Design geogenius_nucleo, sky130hd; sources not shown.
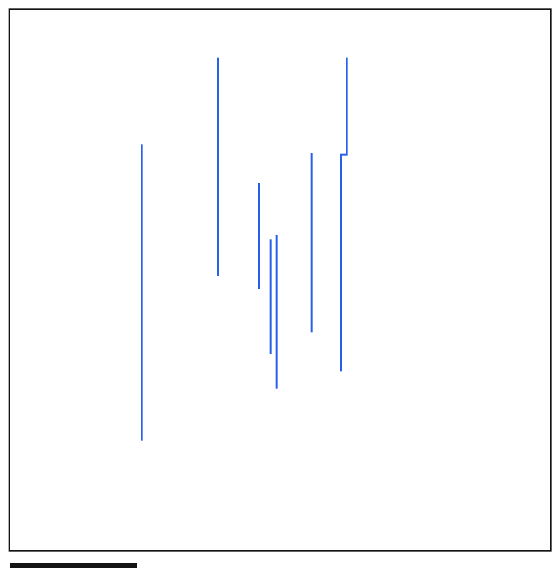
Run 1: the metal 4 layer
Bar = 20 um.
6 nets have wire on it. The wires run mostly vertical. The longest straight run is 46.2 um.
Vias: 2834
WL final: 7700 um

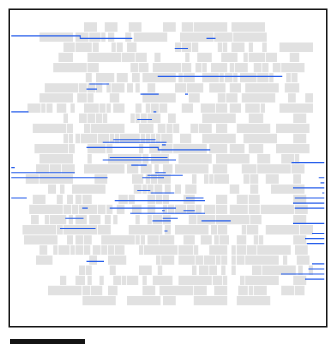
Run 1: met3 routing
Bar = 20 um. Cells faint in the background.
The longest straight run is 33.1 um. The layer carries 455 um of wire. 45 nets have wire on it. The wires run mostly horizontal.
met3 GRT Util: 4.71%

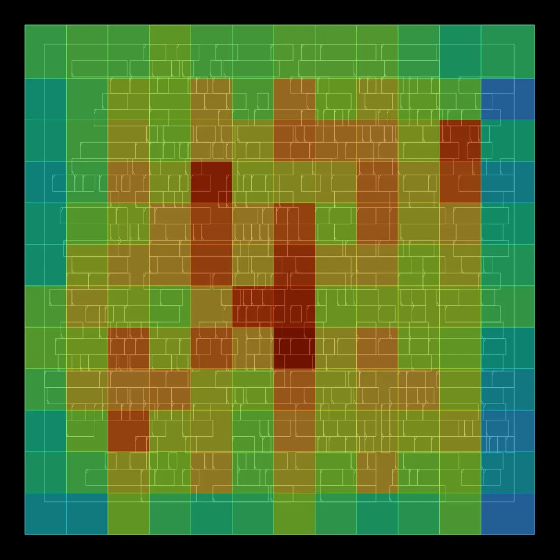
Run 1: routing congestion
grt met1 use: 31.2%
GRT Max-Usage Layer: met2
WL/cell: 16.5 um
gr usage total: 22.9%

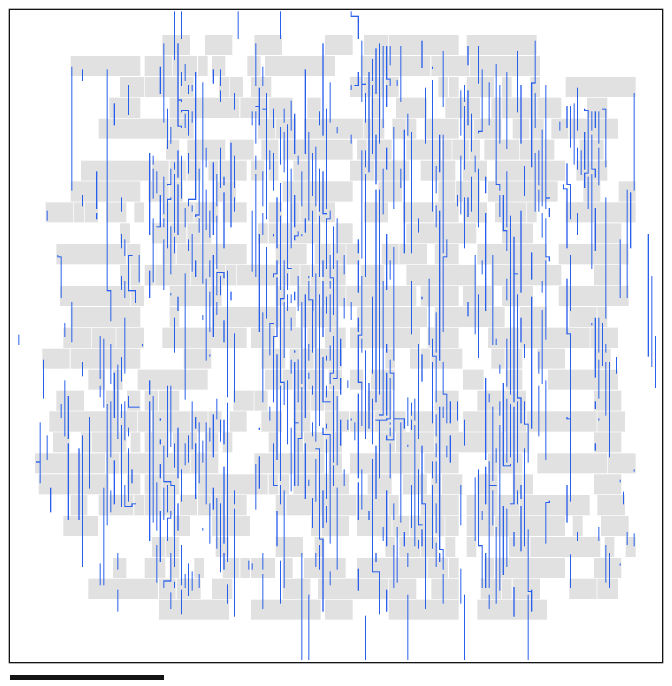
Run 1: the metal 2 layer
Bar = 20 um. Cells faint in the background.
343 nets have wire on it. The layer carries 3510 um of wire. The longest straight run is 28.7 um. The layer holds 46% of the routed length. The wires run mostly vertical.
met2 Use GR: 35.2%

==> results.py, run 1 <==
# Auto-generated metrics
metrics = {
    "yosys": {
        "ys_seq_share_pct": 41.8,
        "ys_cells": 360,
        "synth.area.top_cells": "dfrtp_1 42%, ha_1 4.0%, nand2_1 3.6%",
    },
    "final_layout": {
        "synthToLayoutAreaGrowth_pct": 15.4,
        "comb_share_pct": 46.4,
        "combGateArea_um2": 1830,
        "dominant_cells": "combinational gates",
        "largest_reg_flops": 12,
        "inverters": 21,
        "seq_cells": 57,
        "nClkBuffers": 10,
    },
    "placement": {
        "pre_cts_ws_ps": 3450,
    },
    "worst_setup_path": {
        "cp.arrival_ps": 2130,
        "path_cells": "inv_1 -> nand2_1 -> a21boi_0 -> clkdlybuf4s50_1",
        "start_kind": "register",
        "reg2regPathDepth": 8,
        "crit_path_top_delay_cell": "clkdlybuf4s50_1",
        "cp_top_family": "buffers and inverters",
    },
    "run_status": {
        "status": "completed",
    },
    "clocking": {
        "cts_tree": "yes",
        "clock_latency_ps": 340,
    },
    "power_and_ir_drop": {
        "p_sw_uw": 552,
        "p_comb_uw": 544,
        "swShare_pct": 40.8,
        "p_seq_uw": 483,
    },
    "drt": {
        "final_antenna_net_count": 0,
        "drt_pass1_iterations": 5,
        "wl_met1_um": 3520,
    },
    "floorplan": {
        "die_area_um2": 7190,
    },
    "sta": {
        "hold_slack_ps": 505,
        "setup_slack_ps": 3110,
    },
    "job": {
        "openroad.warnings": 31,
    },
}
-- run 1: cell usage after synthesis, types with 2 or more instances --
cell type	count
nand2_1	33
o22ai_1	6
a31oi_1	2
xor2_1	8
ha_1	11
o2111ai_1	8
buf_6	2
and4_1	3
o211ai_1	9
inv_1	20
nand4b_1	3
nor4_1	5
nor2_1	23
mux2_2	11
a21boi_0	2
nor2b_1	3
nand4_1	4
clkbuf_1	10
o221ai_1	2
and2_1	4
o21ai_0	14
dfrtp_1	57
and3_1	6
nor3_1	8
xnor2_1	11
nand3_1	13
o2bb2ai_1	2
a22o_1	3
buf_2	3
a21oi_1	18
nand2b_1	3
o31ai_1	2
o21a_1	6
mux2i_1	5
a211oi_1	2
or3_1	9
==> inputs of run 2 (changes only) <==
Settings changed: ABC_CLOCK_PERIOD_IN_PS 6550 to 3000, CORE_UTILIZATION 55 to 54, PLACE_DENSITY 0.74 to 0.76.
Clock period 6.55 ns to 3 ns, I/O delays scaled along.
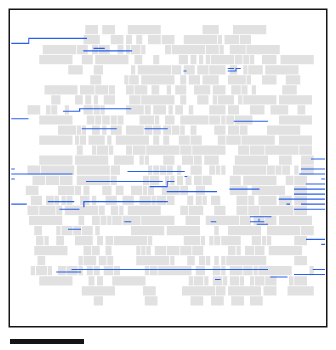
Run 2: met3 routing
Bar = 20 um. Cells faint in the background.
The layer carries 377 um of wire. The longest straight run is 52.9 um.
WL final: 7920 um
Vias: 2856
met3 GRT Util: 5.38%

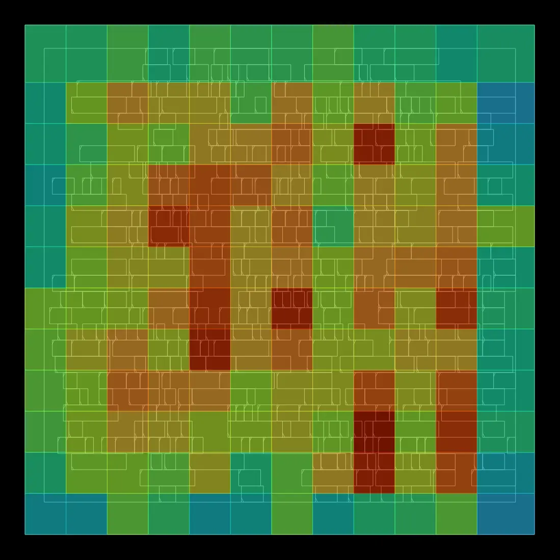
Run 2: routing congestion
WL/cell: 16.8 um
final core occ: 66.3%
grt met1 use: 32.1%
met2 Use GR: 36.9%
gr usage total: 23.7%

==> results.py, run 2 <==
# Auto-generated metrics
metrics = {
    "sta": {
        "slew_headroom_pct": 53.1,
        "finalCritPeriodShare_pct": 90.8,
        "hold_slack_ps": 508,
    },
    "run_status": {
        "status": "completed",
    },
    "worst_setup_path": {
        "cp.arrival_ps": 2900,
        "start_kind": "register",
        "reg2regPathDepth": 8,
        "path_cells": "inv_1 -> ha_1 -> xor2_1 -> or3_1 -> a22oi_1 -> nand4_1 -> o221ai_2 -> o221ai_1",
        "crit_path_top_delay_cell": "o221ai_2",
        "cp_max_fo": 10,
    },
    "drt": {
        "wl_met1_um": 3560,
        "drt_pass1_iterations": 4,
        "final_antenna_net_count": 0,
    },
    "global_route": {
        "grt_pass1_wl_um": 13600,
        "busiest_layer": "met2",
    },
    "floorplan": {
        "fp.dieW_um": 85.5,
        "die_area_um2": 7320,
    },
    "job": {
        "openroad.warnings": 31,
        "maxCapViolCount": 0,
    },
    "yosys": {
        "ys_cells": 360,
        "synth.area.top_cells": "dfrtp_1 42%, ha_1 4.0%, nand2_1 3.6%",
        "ys_top_cells_by_count": "57 x dfrtp_1, 33 x nand2_1, 23 x nor2_1",
        "most_common_cell": "dfrtp_1",
        "ys_seq_share_pct": 41.8,
    },
    "final_layout": {
        "layout_top_cell": "dfrtp_1",
        "largest_reg_flops": 12,
        "num_antenna_cells": 0,
        "inverters": 21,
        "dominant_cells": "combinational gates",
        "seq_cells": 57,
        "comb_share_pct": 45.7,
        "nClkBuffers": 11,
        "synthToLayoutAreaGrowth_pct": 16.9,
    },
    "clocking": {
        "clock_latency_ps": 340,
        "cts_tree": "yes",
        "clock-sinks": 57,
    },
    "placement": {
        "pre_cts_ws_ps": 289,
    },
}
-- run 2: cell types whose count changed in the layout (fill, tap and decap cells not counted), sizes merged --
cell / delta
buf: +6
clkinvlp: -2
clkbuf: +1
-- run 2: cells by family after synthesis --
logic type	Yosys count
simple gates	129
compound gates	88
flops	57
buf+inv	38
xor+xnor	19
mux	17
fa+ha+maj	11
other cells	1
-- run 2: critical path: cells and delay by family, from the launching register on --
family	cells	cell delay, ps
AOI/OAI and AO/OA	3	1000
and+or+nand+nor	2	580
DFF	1	430
adders and majority gates	1	260
xor gates and xnor gates	1	170
buffers and inverters	1	120
-- run 2: report_power, final --
part           internal (uW)  switching [uW]  leakage, uW  total, uW
Sequential               886             141     0.000760       1030
Clock                    418             292     0.000106        710
Combinational            505             752     0.000827       1260
Total                   1810            1190      0.00169       2990
Power figures rest on the tool's default switching activity, not on a simulated workload.
